$ cat config.mk
export PLATFORM = sky130hd
export DESIGN_NAME = cache_fill_arbiter_flat
export DESIGN_NICKNAME = d
export VERILOG_FILES = /design/src/rtl/cache_fill_arbiter_if.sv /design/src/rtl/cache_fill_arbiter.sv /design/src/flat_wrapper.sv
export SDC_FILE = /design/constraint.sdc
export NUM_CORES = 1
export LEC_CHECK = 0
export ABC_CLOCK_PERIOD_IN_PS = 1400
export CAP_MARGIN = 20
export CORE_MARGIN = 2
export CORE_UTILIZATION = 33
export DETAILED_ROUTE_END_ITERATION = 6
export MAX_ROUTING_LAYER = met4
export PLACE_DENSITY = 0.71
export SLEW_MARGIN = 20
export SYNTH_ARGS = -nofsm -noshare
export SYNTH_HDL_FRONTEND = slang
export SYNTH_SLANG_ARGS = --single-unit
$ cat constraint.sdc
create_clock -name clk -period 1.4 [get_ports clk]
set_input_delay 0.21 -clock clk [delete_from_list [all_inputs] [get_ports clk]]
set_output_delay 0.21 -clock clk [all_outputs]
set_load 0.05 [all_outputs]
$ cat src/rtl/cache_fill_arbiter_if.sv
// Main-memory port shared by I-side fills, D-side fills and store write-through.
// The arbiter drives the request side; the memory returns pipelined read data.
interface cache_fill_arbiter_if;
    logic        mem_en;
    logic        mem_wr;
    logic [15:0] mem_addr;
    logic [15:0] mem_wdata;
    logic [15:0] mem_rdata;
    logic        mem_valid;

    modport master (
        output mem_en,
        output mem_wr,
        output mem_addr,
        output mem_wdata,
        input  mem_rdata,
        input  mem_valid
    );

    modport slave (
        input  mem_en,
        input  mem_wr,
        input  mem_addr,
        input  mem_wdata,
        output mem_rdata,
        output mem_valid
    );
endinterface

$ cat src/rtl/cache_fill_arbiter.sv
// Arbitrates one pipelined memory port between store write-through, D-cache
// block fills and I-cache block fills; a granted service always runs to completion.
module cache_fill_arbiter #(
    parameter int unsigned BLK_WORDS = 8,
    parameter int unsigned MEM_LAT   = 4
) (
    input  logic                         clk,
    input  logic                         rst,
    input  logic                         i_miss,
    input  logic [15:0]                  i_miss_addr,
    input  logic                         d_miss,
    input  logic [15:0]                  d_miss_addr,
    input  logic                         d_wr_req,
    input  logic [15:0]                  d_wr_addr,
    input  logic [15:0]                  d_wr_data,
    cache_fill_arbiter_if.master         mem,
    output logic [15:0]                  fill_data,
    output logic [$clog2(BLK_WORDS)-1:0] fill_word,
    output logic                         i_data_wen,
    output logic                         i_tag_wen,
    output logic                         d_data_wen,
    output logic                         d_tag_wen,
    output logic                         i_stall,
    output logic                         d_stall
);

    localparam int unsigned WW = $clog2(BLK_WORDS);
    localparam int unsigned CW = WW + 1;
    localparam logic [15:0] BaseMask = ~16'(2 * BLK_WORDS - 1);

    if (BLK_WORDS < 2 || (BLK_WORDS & (BLK_WORDS - 1)) != 0 || MEM_LAT < 1) begin : g_param_check
        $error("cache_fill_arbiter: BLK_WORDS must be a power of 2 >= 2 and MEM_LAT >= 1");
    end

    typedef enum logic [2:0] {StIdle, StWrite, StFillI, StFillD, StDone} state_e;

    state_e          state_q;
    logic [CW-1:0]   issue_cnt_q;
    logic [CW-1:0]   recv_cnt_q;
    logic [15:0]     base_q;
    logic            svc_d_q;
    logic            mem_en_q;
    logic            mem_wr_q;
    logic [15:0]     mem_addr_q;
    logic [15:0]     mem_wdata_q;

    logic            filling;
    logic            recv_ok;
    logic            recv_last;

    assign filling   = (state_q == StFillI) || (state_q == StFillD);
    // Returns outside a fill or past the last word (e.g. in flight across a reset) are dropped.
    assign recv_ok   = filling && mem.mem_valid && !recv_cnt_q[CW-1];
    assign recv_last = (recv_cnt_q == CW'(BLK_WORDS - 1));

    always_ff @(posedge clk or negedge rst) begin
        if (!rst) begin
            state_q     <= StIdle;
            issue_cnt_q <= '0;
            recv_cnt_q  <= '0;
            base_q      <= '0;
            svc_d_q     <= 1'b0;
            mem_en_q    <= 1'b0;
            mem_wr_q    <= 1'b0;
            mem_addr_q  <= '0;
            mem_wdata_q <= '0;
        end else begin
            unique case (state_q)
                StIdle: begin
                    if (d_wr_req) begin
                        state_q     <= StWrite;
                        svc_d_q     <= 1'b1;
                        mem_en_q    <= 1'b1;
                        mem_wr_q    <= 1'b1;
                        mem_addr_q  <= d_wr_addr;
                        mem_wdata_q <= d_wr_data;
                    end else if (d_miss) begin
                        state_q     <= StFillD;
                        svc_d_q     <= 1'b1;
                        base_q      <= d_miss_addr & BaseMask;
                        mem_en_q    <= 1'b1;
                        mem_addr_q  <= d_miss_addr & BaseMask;
                        issue_cnt_q <= CW'(1);
                        recv_cnt_q  <= '0;
                    end else if (i_miss) begin
                        state_q     <= StFillI;
                        svc_d_q     <= 1'b0;
                        base_q      <= i_miss_addr & BaseMask;
                        mem_en_q    <= 1'b1;
                        mem_addr_q  <= i_miss_addr & BaseMask;
                        issue_cnt_q <= CW'(1);
                        recv_cnt_q  <= '0;
                    end
                end
                StWrite: begin
                    state_q     <= StDone;
                    mem_en_q    <= 1'b0;
                    mem_wr_q    <= 1'b0;
                    mem_addr_q  <= '0;
                    mem_wdata_q <= '0;
                end
                StFillI, StFillD: begin
                    // issue_cnt_q counts reads already presented; the word-0 read left with the grant.
                    if (!issue_cnt_q[CW-1]) begin
                        mem_en_q    <= 1'b1;
                        mem_addr_q  <= base_q + (16'(issue_cnt_q) << 1);
                        issue_cnt_q <= issue_cnt_q + CW'(1);
                    end else begin
                        mem_en_q   <= 1'b0;
                        mem_addr_q <= '0;
                    end
                    if (recv_ok) begin
                        recv_cnt_q <= recv_cnt_q + CW'(1);
                        if (recv_last) begin
                            state_q    <= StDone;
                            mem_en_q   <= 1'b0;
                            mem_addr_q <= '0;
                        end
                    end
                end
                StDone: begin
                    state_q <= StIdle;
                end
                default: begin
                    state_q <= StIdle;
                end
            endcase
        end
    end

    assign mem.mem_en    = mem_en_q;
    assign mem.mem_wr    = mem_wr_q;
    assign mem.mem_addr  = mem_addr_q;
    assign mem.mem_wdata = mem_wdata_q;

    assign i_data_wen = recv_ok && (state_q == StFillI);
    assign d_data_wen = recv_ok && (state_q == StFillD);
    assign i_tag_wen  = i_data_wen && recv_last;
    assign d_tag_wen  = d_data_wen && recv_last;
    assign fill_data  = recv_ok ? mem.mem_rdata : '0;
    assign fill_word  = recv_ok ? recv_cnt_q[WW-1:0] : '0;

    // The DONE cycle releases only the side that was just served.
    assign d_stall = (d_miss || d_wr_req) && !((state_q == StDone) && svc_d_q);
    assign i_stall = i_miss && !((state_q == StDone) && !svc_d_q);

endmodule
$ cat src/flat_wrapper.sv
// flat-port wrapper written by rule: the top's interface ports become plain ports
module cache_fill_arbiter_flat 
#(
    parameter int unsigned BLK_WORDS = 8,
    parameter int unsigned MEM_LAT   = 4
)
  (clk, rst, i_miss, i_miss_addr, d_miss, d_miss_addr, d_wr_req, d_wr_addr, d_wr_data, fill_data, fill_word, i_data_wen, i_tag_wen, d_data_wen, d_tag_wen, i_stall, d_stall, mem_mem_en, mem_mem_wr, mem_mem_addr, mem_mem_wdata, mem_mem_rdata, mem_mem_valid);
  cache_fill_arbiter_if mem_i ();
  input  logic clk;
  input  logic rst;
  input  logic i_miss;
  input  logic [15:0] i_miss_addr;
  input  logic d_miss;
  input  logic [15:0] d_miss_addr;
  input  logic d_wr_req;
  input  logic [15:0] d_wr_addr;
  input  logic [15:0] d_wr_data;
  output logic [15:0] fill_data;
  output logic [$clog2(BLK_WORDS)-1:0] fill_word;
  output logic i_data_wen;
  output logic i_tag_wen;
  output logic d_data_wen;
  output logic d_tag_wen;
  output logic i_stall;
  output logic d_stall;
  output wire logic [$bits(mem_i.mem_en)-1:0] mem_mem_en;
  output wire logic [$bits(mem_i.mem_wr)-1:0] mem_mem_wr;
  output wire logic [$bits(mem_i.mem_addr)-1:0] mem_mem_addr;
  output wire logic [$bits(mem_i.mem_wdata)-1:0] mem_mem_wdata;
  input wire logic [$bits(mem_i.mem_rdata)-1:0] mem_mem_rdata;
  input wire logic [$bits(mem_i.mem_valid)-1:0] mem_mem_valid;
  assign mem_mem_en = mem_i.mem_en;
  assign mem_mem_wr = mem_i.mem_wr;
  assign mem_mem_addr = mem_i.mem_addr;
  assign mem_mem_wdata = mem_i.mem_wdata;
  assign mem_i.mem_rdata = mem_mem_rdata;
  assign mem_i.mem_valid = mem_mem_valid;
  cache_fill_arbiter #(.BLK_WORDS(BLK_WORDS), .MEM_LAT(MEM_LAT)) u_core (.clk(clk), .rst(rst), .i_miss(i_miss), .i_miss_addr(i_miss_addr), .d_miss(d_miss), .d_miss_addr(d_miss_addr), .d_wr_req(d_wr_req), .d_wr_addr(d_wr_addr), .d_wr_data(d_wr_data), .mem(mem_i), .fill_data(fill_data), .fill_word(fill_word), .i_data_wen(i_data_wen), .i_tag_wen(i_tag_wen), .d_data_wen(d_data_wen), .d_tag_wen(d_tag_wen), .i_stall(i_stall), .d_stall(d_stall));
endmodule
### Register map, names as in the netlist, run 1

Drawn at 4 px/um. Other sequential cells in the stronger gray, the rest of the logic in the fainter gray.
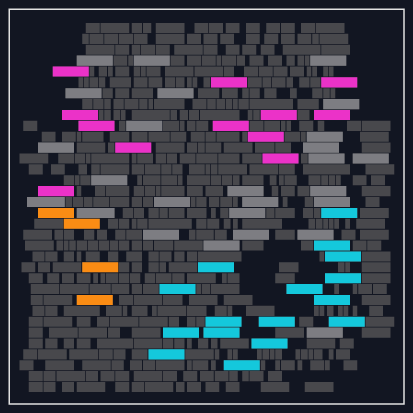
u_core.base_q -> magenta  # flops 12
u_core.mem.mem_wdata -> cyan  # flops 16
u_core.recv_cnt_q -> orange  # flops 4, where left middle
not colored = 26
Sequential Area: 1450 um2
share of the core filled with cells: 0.752

### Cell outlines without signal wires, run 1

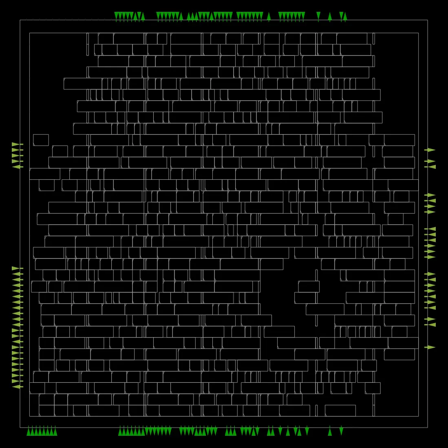
final non-filler cell total: 655
tap cell count: 108
placeable core region: 8680 um2
floorplan row count: 34

==> GITHUB_STEP_SUMMARY, run 1 <==
### Flow metrics

| Metric | Value |
|---|---|
| Top post-synthesis cells by area | `dfrtp_1 49%, nand2_1 6.5%, nor2_1 5.8%` |
| Instance area after placement | `5570 um2` |
| Placed cells | `608` |
| Setup slack after layout | `-0.582 ns` |
| Final routed DRC violation total | `0` |
| Total length of routed met2 wires | `6.62 mm` |
| FP Core Util | `0.338` |
| Overflow after GRT | `0` |
| Clock tree root buffer cell | `clkbuf_8` |
| Slack of the worst reg-to-reg path | `-0.57 ns` |
| Synthesis-to-finish area growth | `122%` |
| Area fraction in mux cells | `0.0409` |
| Headroom to the max-slew limit | `0.692` |
| Pre-CTS setup slack | `-0.514 ns` |
| Number of different library cells in the post-synthesis netlist | `39` |
| Comb pwr | `0.00984 W` |
| Post-layout period usage of the worst path | `1.42` |
| Largest area contributor in the synthesized netlist | `dfrtp_1` |
| FFs w/ async S/R, synth | `1.00` |
| Switch Pwr | `0.00637 W` |
| Via/cell ratio | `5.19` |
| First-pass GRT wire length | `17.9 mm` |
| Number of warnings the tools reported | `37` |
| Total number of H-tree levels | `3` |
| M1 wire length | `4.71 mm` |
| Number of DRC markers in iteration 0 | `156` |
| Number of hold-slack violations in the final timing report | `0` |
| Worst r2r src | `u_core.state_q[2]$_DFFE_PN0P_` |
| CTS tree | `built` |
| Drt total wl | `12.2 mm` |
| Failing checks | `setup timing` |
| Ys flops | `58` |
| Yosys top cell area share | `0.494` |
| Sw Share | `0.421` |
| Global placement routability congestion | `0.759` |
| Antenna violations before repair | `0` |
| Antenna diodes | `0` |
| Placed wire-length estimate after detailed placement | `7.33 mm` |
| Total global-route track usage | `0.240` |
| Via count of the first global-routing pass | `3527` |
| DR WL met3 | `555 um` |
| Most frequently used cell type in the post-synthesis netlist | `dfrtp_1` |
| Total clock sinks | `58` |
| Area of the chip | `9670 um2` |
| Type of the tightest min-delay check | `primary input to async pin` |
| Combinational cell fraction of total power | `0.650` |
| Fraction of layout cells with a size suffix above 1 | `0.444` |
| Data arrival time of the worst path | `1.77 ns` |
| Hold bufs inserted after CTS | `1` |
| Share of synthesized cell area in and, or, nand and nor gates | `0.264` |
| Number of warnings printed during yosys synthesis | `0` |
| Number of CTS-inserted buffers | `9` |
| Die width | `98.3 um` |
| Synth Flop Type | `dfrtp_1` |
| Maximum clock frequency | `505 MHz` |
| Adder and majority cell fraction of the synthesized area | `0.0128` |
| Max-slew violation count | `0` |
| Most numerous logic cells after layout | `76 x clkdlybuf4s50_1, 69 x buf_12, 59 x buf_4` |
| Maximum clock insertion buffer count | `2` |
| Fin crit period | `1.98 ns` |
| PnR Total Power | `0.0151 W` |
| TritonRoute pass-1 iters | `4` |
| Largest vdd supply drop | `1450 uV` |
| Worst R2R End | `u_core.base_q[6]$_DFFE_PN0P_` |
| Clock network power consumption | `0.00198 W` |
| Portion of the post-synthesis area used by sequential elements | `0.494` |
| Reg2Reg Depth | `9` |
| Top Metal Used | `met4` |
| Setup repair after global routing missed its margin | `true` |
| Kind of start point of the critical path | `register` |
| Top logic family | `simple AND/OR/NAND/NOR gates` |
| Worst setup startpoint | `u_core.state_q[2]$_DFFE_PN0P_` |
| Power in sequential cells | `0.00331 W` |
| Top Ports | `145` |
| Maximum number of pins on one net before global-route repair | `59` |
| Vertical die dimension | `98.3 um` |
| Post-DRT Antenna Nets | `0` |
| Most common cell after layout, fill and taps aside | `clkdlybuf4s50_1` |
| Internal | `0.00875 W` |
| Yosys stat chip area | `2940 um2` |
| Status | `finished, violations left` |
| Synthesized net count | `413` |
| Sequential share of power | `0.219` |
| Post-synthesis share of cell area spent on xor and xnor gates | `0.0179` |
| Final worst clock skew | `0.00826 ns` |
| Design Area, Final | `6520 um2` |
| Compound Share, Synth | `0.137` |
| Slew @ Worst Pin | `0.459 ns` |
| Total setup violations reported at the end of the flow | `83` |
### The metal 3 layer, run 1

Drawn at 3 px/um.
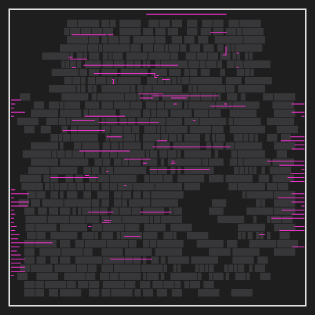
longest straight run = 31.3 um
share of all routed wire = 4.5%
main direction = horizontal

run 1: sequential cells by signal, indices dropped and copies added, names as in the netlist:
| name | cells |
|---|---|
| u_core.recv_cnt_q | 4 |
| u_core.mem.mem_wdata | 16 |
| u_core.svc_d_q | 1 |
| u_core.mem.mem_en | 1 |
| u_core.issue_cnt_q | 4 |
| u_core.state_q | 3 |
| u_core.mem.mem_wr | 1 |
| u_core.mem.mem_addr | 16 |
| u_core.base_q | 12 |
run 1: layout make-up:
type / count / area [um2] / area share
multi-input combinational: 244 / 1750 / 0.268
clock buffer: 11 / 151 / 0.0232
tap: 108 / 135 / 0.0207
sequential: 58 / 1450 / 0.223
inverter: 2 / 7.51 / 0.00115
clock inverter: 5 / 100 / 0.0153
timing repair buffer: 227 / 2930 / 0.449
run 1: worst max-delay path by stage:
stage                                         end  slack (ns)  cells after the start
2_1_floorplan                           d_tag_wen       -0.40                      5
3_3_place_gp   u_core.mem.mem_addr[1]$_DFFE_PN0P_       -0.43                      6
3_5_place_dp   u_core.mem.mem_addr[3]$_DFFE_PN0P_       -0.51                      6
4_1_cts                                 d_tag_wen       -0.51                      5
5_1_grt                                d_data_wen       -0.60                      6
6_report                               d_data_wen       -0.58                      6
run 1: cell families (layout without fill, tap and decap cells):
logic type,after synthesis,after routing
mux,12,12
xor+xnor,6,6
flops,58,58
fa+ha+maj,3,3
simple gates,160,160
compound gates,63,63
buf+inv,22,245
run 1: metal layers:
layer,track usage,vias to the layer above
met5,-,-
met2,0.427,123
met1,0.277,1690
li1,-,1552
met4,0.0854,0
met3,0.0322,32
run 1: critical path, stage by stage, from the launching register on:
cell and delay (ns):
dfrtp_1 0.42, buf_4 0.15, buf_4 0.14, nor2b_4 0.11
nand3b_1 0.24, nor2_4 0.21, buf_12 0.15
## Run 2: what changed since run 1
CORE_ASPECT_RATIO = 1.2   (was unset)
SLEW_MARGIN = 25   (was 20)
### Placed cells, one color a class, run 2

Drawn at 4 px/um.
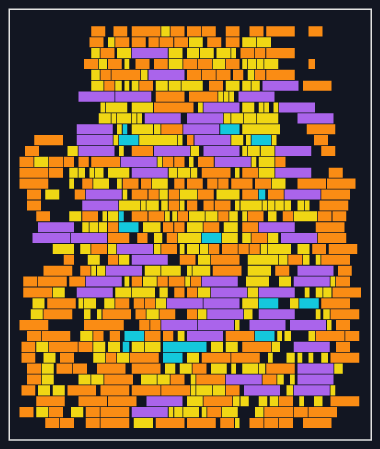
flip-flops -> purple  # cells 58
other buffers and delay cells -> orange  # cells 226
clock drivers and dummy loads -> cyan  # cells 15
all other logic -> yellow  # cells 247
share of the core filled with cells: 0.756
Design Area, Final: 6510 um2
sequential cell area share: 0.223
placeable core region: 8610 um2
floorplan row count: 37

### Drive-strength map, run 2

Drawn at 3 px/um.
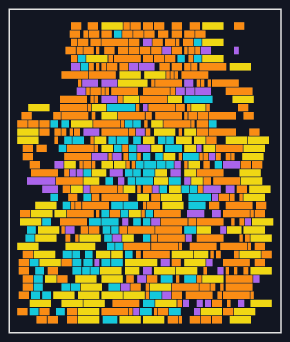
drive 2 -> purple  # cells 63
drive 3 to 4 -> cyan  # cells 97
drive 6 and up -> yellow  # cells 107
drive 1 or less -> orange  # cells 279
setup slack after layout: -0.576 ns
synthesis-to-finish area growth: 122%
Non-Clock Buffer Count: 226

### The metal 3 layer, run 2

Drawn at 2 px/um.
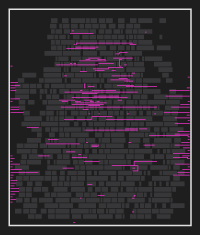
wire length on this layer = 873 um
nets with wire on the layer = 106
share of all routed wire = 6.7%
main direction = horizontal

==> run 2 against run 1 <==
Effect of this change:
- the run still ends with setup timing left
- via count rose by 3.5%
- final cell count rose by 1.2%
- routed wire length rose by 7.4%
- first-iteration DRC count rose by 28%
- synthesized cell count did not move
- non-clock buffer count fell by 1
- register-to-register slack improved by 0.04 ns
- sequential share of layout area barely moved
- clock skew rose by 0.0047 ns
- combinational power rose by 0.4%
- fmax rose by 0.28%
- clock power fell by 22%
- critical endpoint unchanged
- largest cell class unchanged
- highest routed layer unchanged
==> GITHUB_STEP_SUMMARY, run 2 <==
### Flow metrics

| Metric | Value |
|---|---|
| Status | `finished, violations left` |
| Failing checks | `setup timing` |
| Max stage delay on crit path | `0.39 ns (-0.03 ns)` |
| Largest vdd supply drop | `1480 uV (+2.3%)` |
| Number of warnings the tools reported | `37 (unchanged)` |
| DR WL met3 | `872 um (+57%)` |
| Largest area contributor in the synthesized netlist | `dfrtp_1` |
| Total number of H-tree levels | `3 (unchanged)` |
| Fin crit period | `1.98 ns (-0.00555 ns)` |
| Kind of start point of the critical path | `register` |
| Global-route met3 utilization | `0.0483 (+0.0161)` |
| Yosys top cell area share | `0.494 (unchanged)` |
| Most frequently used cell type in the post-synthesis netlist | `dfrtp_1` |
| First-pass GRT wire length | `19.5 mm (+8.7%)` |
| Slew @ Worst Pin | `0.530 ns (+0.0704 ns)` |
| FFs w/ async S/R, synth | `1.00 (unchanged)` |
| Via count of the first global-routing pass | `3830 (+8.6%)` |
| Ordered cell list for the critical path | `buf_4 -> buf_6 -> nor2b_4 -> nand3b_1 -> nor2_4 -> buf_12` |
| Maximum clock insertion buffer count | `2 (unchanged)` |
| Crit path max-delay family | `simple AND/OR/NAND/NOR gates` |
| Final routed DRC violation total | `0 (unchanged)` |
| Type of the tightest min-delay check | `primary input to async pin` |
| Area of the chip | `9670 um2 (about the same)` |
| Net count, final | `631` |
| Data arrival time of the worst path | `1.77 ns (about the same)` |
| CTS tree | `built` |
| Comb pwr | `0.00988 W (+0.4%)` |
| Post-DRT Antenna Nets | `0 (unchanged)` |
| Slack of the worst reg-to-reg path | `-0.53 ns (+0.04 ns)` |
| Fraction of layout cells with a size suffix above 1 | `0.489 (+0.0448)` |
| Bufs and invs on worst path | `3 (unchanged)` |
| Total length of routed met2 wires | `6.98 mm (+5.5%)` |
| Setup slack after layout | `-0.576 ns (+0.00555 ns)` |
| Number of hold-slack violations in the final timing report | `0 (unchanged)` |
| Synth Flop Type | `dfrtp_1` |
| Antenna violations before repair | `0 (unchanged)` |
| Synthesized net count | `413 (unchanged)` |
| Global placement routability congestion | `0.812 (+7.0%)` |
| Yosys stat chip area | `2940 um2 (unchanged)` |
| Headroom to the max-slew limit | `0.646 (-0.0460)` |
| Internal | `0.00817 W (-6.6%)` |
| Die width | `90.1 um (-8.4%)` |
| Power in sequential cells | `0.00334 W (about the same)` |
| Hold bufs inserted after CTS | `1 (unchanged)` |
| Maximum clock frequency | `506 MHz (+0.28%)` |
| Post-layout period usage of the worst path | `1.41 (-0.00396)` |
| Portion of the post-synthesis area used by sequential elements | `0.494 (unchanged)` |
| Top Metal Used | `met4` |
| Via/cell ratio | `5.30 (+2.3%)` |
| Highest-delay cell along the critical path | `dfrtp_1` |
| Number of DRC markers in iteration 0 | `200 (+28%)` |
| Top post-synthesis cells by area | `dfrtp_1 49%, nand2_1 6.5%, nor2_1 5.8%` |
| Antenna diodes | `0 (unchanged)` |
| Global-route met1 utilization | `0.291 (+0.0141)` |
| Maximum number of pins on one net before global-route repair | `59 (unchanged)` |
| Ys flops | `58 (unchanged)` |
| Number of CTS-inserted buffers | `9 (unchanged)` |
| Max cap viols | `0` |
| Sw Share | `0.447 (+0.0252)` |
| Top post-synthesis cells by count | `58 x dfrtp_1, 51 x nand2_1, 45 x nor2_1, 28 x a21oi_1, 20 x and2_1` |
| Total clock sinks | `58 (unchanged)` |
| Most numerous logic cells after layout | `76 x clkdlybuf4s50_1, 64 x buf_12, 57 x dfrtp_1` |
| TritonRoute pass-1 iters | `4 (unchanged)` |
| Global Route met2 Usage | `0.468 (+0.0408)` |
| Top Ports | `145 (unchanged)` |
| Most congested layer reported by global routing | `met2` |
| Total global-route track usage | `0.265 (+0.0243)` |
| Clock network power consumption | `0.00154 W (-22%)` |
| Overflow after GRT | `0 (unchanged)` |
| Sequential share of power | `0.226 (+0.007)` |
| Final worst clock skew | `0.0129 ns (+0.00468 ns)` |
| Most common cell after layout, fill and taps aside | `clkdlybuf4s50_1` |
| M1 wire length | `4.77 mm (+1.1%)` |
| Total setup violations reported at the end of the flow | `82 (-1.2%)` |
| Switch Pwr | `0.00659 W (+3.5%)` |
| Clock tree root buffer cell | `clkbuf_8` |
| Setup repair after global routing missed its margin | `true` |
| Number of different library cells in the post-synthesis netlist | `39 (unchanged)` |
| Placed wire-length estimate after detailed placement | `7.42 mm (+1.3%)` |
| Max-slew violation count | `0 (unchanged)` |
| FP Core Util | `0.341 (+0.00266)` |
| Vertical die dimension | `107 um (+9.2%)` |
| Combinational cell fraction of total power | `0.669 (+0.019)` |
| Drt total wl | `13.1 mm (+7.4%)` |
| Number of warnings printed during yosys synthesis | `0 (unchanged)` |
run 2: cell counts after synthesis:
Identical to the previous run, type by type.
run 2: final cells by class:
type | instances | area, um2 | area share
clock buffers | 12 | 145 | 0.0223
clock inverters | 3 | 40.0 | 0.00615
inverters | 2 | 7.51 | 0.00115
multi-input cells | 245 | 1860 | 0.286
flip-flops and latches | 58 | 1450 | 0.223
well taps | 117 | 146 | 0.0225
repair buffers | 226 | 2850 | 0.438
run 2: metrics by stage:
stage	power [W]	TNS, ns	instances	cell area (um2)	setup WS [ns]
2_1_floorplan	0.00695	-6.56	324	3070	-0.398
3_3_place_gp	0.0107	-21.64	614	5540	-0.461
3_5_place_dp	0.0109	-24.75	614	5540	-0.523
4_1_cts	0.0140	-24.60	658	6410	-0.515
5_1_grt	0.0153	-33.35	663	6510	-0.632
6_report	0.0148	-31.26	663	6510	-0.576
run 2: logic make-up after synthesis:
family | Yosys count | synth area share
and+or+nand+nor | 160 | 0.264
AOI/OAI and AO/OA | 63 | 0.137
DFF | 58 | 0.494
buffers and inverters | 22 | 0.0332
muxes | 12 | 0.0409
xor gates and xnor gates | 6 | 0.0179
adders and majority gates | 3 | 0.0128
run 2: path summary, 6_finish.rpt:
check	from	end	cells after the start
hold reg to reg	u_core.mem.mem_addr[0]$_DFFE_PN0P_	u_core.mem.mem_addr[0]$_DFFE_PN0P_	2
max in group asynchronous	rst	u_core.mem.mem_wdata[4]$_DFFE_PN0P_	3
min in group clk	d_wr_data[7]	u_core.mem.mem_wdata[7]$_DFFE_PN0P_	3
setup reg to reg	u_core.state_q[2]$_DFFE_PN0P_	u_core.base_q[4]$_DFFE_PN0P_	8
setup / recovery	u_core.state_q[2]$_DFFE_PN0P_	d_data_wen	6
hold / removal	rst	u_core.issue_cnt_q[3]$_DFFE_PN0P_	3
## Run 3: what changed since run 2
CORE_MARGIN = unset   (was 2)
CTS_BUF_LIST = sky130_fd_sc_hd__clkbuf_2   (was unset)
RECOVER_POWER = 25   (was unset)
### The metal 3 layer, run 3

Drawn at 2 px/um.
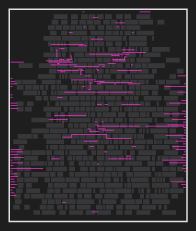
share of all routed wire = 5.5%
wire length on this layer = 671 um
main direction = horizontal
longest straight run = 34.3 um
nets with wire on the layer = 103
drt total wl: 12.2 mm
via count of the routed design: 3470
global-route met3 utilization: 0.0321

### Register map, names as in the netlist, run 3

Drawn at 4 px/um. Other sequential cells in the stronger gray, the rest of the logic in the fainter gray.
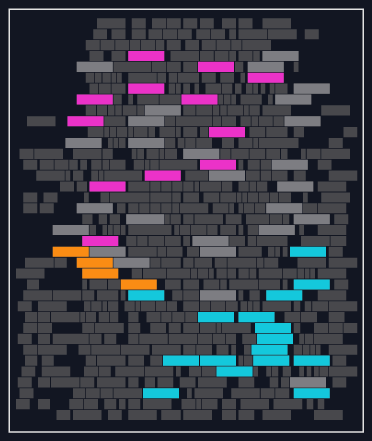
u_core.recv_cnt_q -> orange  # flops 4, where left middle
u_core.base_q -> magenta  # flops 12
u_core.mem.mem_wdata -> cyan  # flops 16
not colored = 26

### Placed cells, one color a class, run 3

Drawn at 4 px/um.
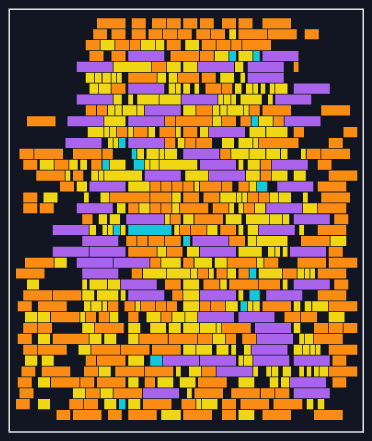
flip-flops -> purple  # cells 58
other buffers and delay cells -> orange  # cells 224
clock drivers and dummy loads -> cyan  # cells 16
all other logic -> yellow  # cells 246
sequential cell area share: 0.226
share of the core filled with cells: 0.748
Design Area, Final: 6440 um2

==> run 3 against run 2 <==
Effect of this change:
- the flow still finishes with violations (setup timing)
- power is 3.8% lower
- core utilization shrank 0.80 points
- largest cell class unchanged
- cell area decreased by 1.1%
- critical endpoint is now d_tag_wen
==> GITHUB_STEP_SUMMARY, run 3 <==
### Flow metrics

| Metric | Value |
|---|---|
| Crit path max-delay family | `simple AND/OR/NAND/NOR gates` |
| Area fraction in mux cells | `0.0409 (unchanged)` |
| Data arrival time of the worst path | `1.94 ns (+0.17 ns)` |
| Number of DRC markers in iteration 0 | `257 (+28%)` |
| Headroom to the max-slew limit | `0.456 (-0.190)` |
| Maximum clock insertion buffer count | `2 (unchanged)` |
| Global Route met2 Usage | `0.450 (-0.0182)` |
| Sequential share of power | `0.232 (+0.006)` |
| Largest vdd supply drop | `1030 uV (-30%)` |
| Yosys top cell area share | `0.494 (unchanged)` |
| Adder and majority cell fraction of the synthesized area | `0.0128 (unchanged)` |
| Placeable core region | `8610 um2 (unchanged)` |
| Highest-delay cell along the critical path | `dfrtp_1` |
| Share of synthesized cell area in and, or, nand and nor gates | `0.264 (unchanged)` |
| Number of hold-slack violations in the final timing report | `0 (unchanged)` |
| Type of the tightest min-delay check | `primary input to register` |
| Setup slack after layout | `-0.746 ns (-0.170 ns)` |
| Compound Share, Synth | `0.137 (unchanged)` |
| Vertical die dimension | `105 um (-1.9%)` |
| Total clock sinks | `58 (unchanged)` |
| Most numerous logic cells after layout | `76 x clkdlybuf4s50_1, 66 x buf_12, 57 x dfrtp_1` |
| Net count, final | `628 (-0.48%)` |
| Failing checks | `setup timing` |
| Die width | `88.1 um (-2.2%)` |
| Top Metal Used | `met4` |
| Largest area contributor in the synthesized netlist | `dfrtp_1` |
| Via count of the first global-routing pass | `3538 (-7.6%)` |
| Instance area after placement | `5570 um2 (+0.54%)` |
| Worst hold path stage count | `3` |
| First-pass GRT wire length | `17.5 mm (-10%)` |
| Max-slew violation count | `0 (unchanged)` |
| Combinational cell fraction of total power | `0.690 (+0.021)` |
| Switch Pwr | `0.00647 W (-1.9%)` |
| Max cap viols | `0 (unchanged)` |
| Status | `finished, violations left` |
| Total setup violations reported at the end of the flow | `83 (+1.2%)` |
| Total length of routed met2 wires | `6.50 mm (-6.9%)` |
| Top post-synthesis cells by area | `dfrtp_1 49%, nand2_1 6.5%, nor2_1 5.8%` |
| Number of CTS-inserted buffers | `9 (unchanged)` |
| Clock tree root buffer cell | `clkbuf_2` |
| Synthesized net count | `413 (unchanged)` |
| Overflow after GRT | `0 (unchanged)` |
| CTS tree | `built` |
| Maximum clock frequency | `466 MHz (-7.9%)` |
| Placed cells | `613 (-0.16%)` |
==> run 3: cell counts after synthesis <==
No cell type changed its count.
==> run 3: worst min path at each step <==
| stage | end | slack (ns) |
|---|---|---|
| after floorplan | u_core.base_q[10]$_DFFE_PN0P_ | -0.09 |
| after global placement | u_core.mem.mem_addr[13]$_DFFE_PN0P_ | 0.15 |
| after detailed placement | u_core.mem.mem_addr[12]$_DFFE_PN0P_ | 0.15 |
| after CTS | u_core.mem.mem_addr[12]$_DFFE_PN0P_ | 0.13 |
| after global routing | u_core.mem.mem_wdata[7]$_DFFE_PN0P_ | 0.20 |
| final | u_core.mem.mem_wdata[7]$_DFFE_PN0P_ | 0.21 |
==> run 3: kinds of logic (layout without fill, tap and decap cells) <==
family | Yosys count | count (layout)
AND-OR/OR-AND | 63 | 63
adder cells (fa/ha/maj) | 3 | 3
multiplexers | 12 | 12
XOR/XNOR | 6 | 6
flip-flops | 58 | 58
AND/OR/NAND/NOR | 160 | 160
buffers and inverters | 22 | 242
other | 0 | 1
==> run 3: area by class of cell <==
cell class              instances  area [um2]
repair buffers                224        2870
fillers                       526        2170
multi-input cells             244        1850
flip-flops and latches         58        1450
well taps                     117         146
clock inverters                 7        70.1
clock buffers                   9        45.0
inverters                       2        7.51
diodes                          1        2.50
==> run 3: power groups by stage <==
stage,Clock (W),Combinational (W),Sequential (W)
finish,0.00112,0.00980,0.00329
detailed placement,0,0.00770,0.00323
global placement,0,0.00752,0.00319
CTS,0.00109,0.00905,0.00322
floorplan,0,0.00253,0.00442
global route,0.00121,0.0102,0.00335
==> run 3: per-stage QoR <==
step / total power (W) / TNS (ns)
floorplan: 0.00695 / -6.56
global placement: 0.0107 / -21.79
detailed placement: 0.0109 / -25.12
CTS: 0.0134 / -30.84
global route: 0.0148 / -50.23
finish: 0.0142 / -45.83
Power figures rest on the tool's default switching activity, not on a simulated workload.
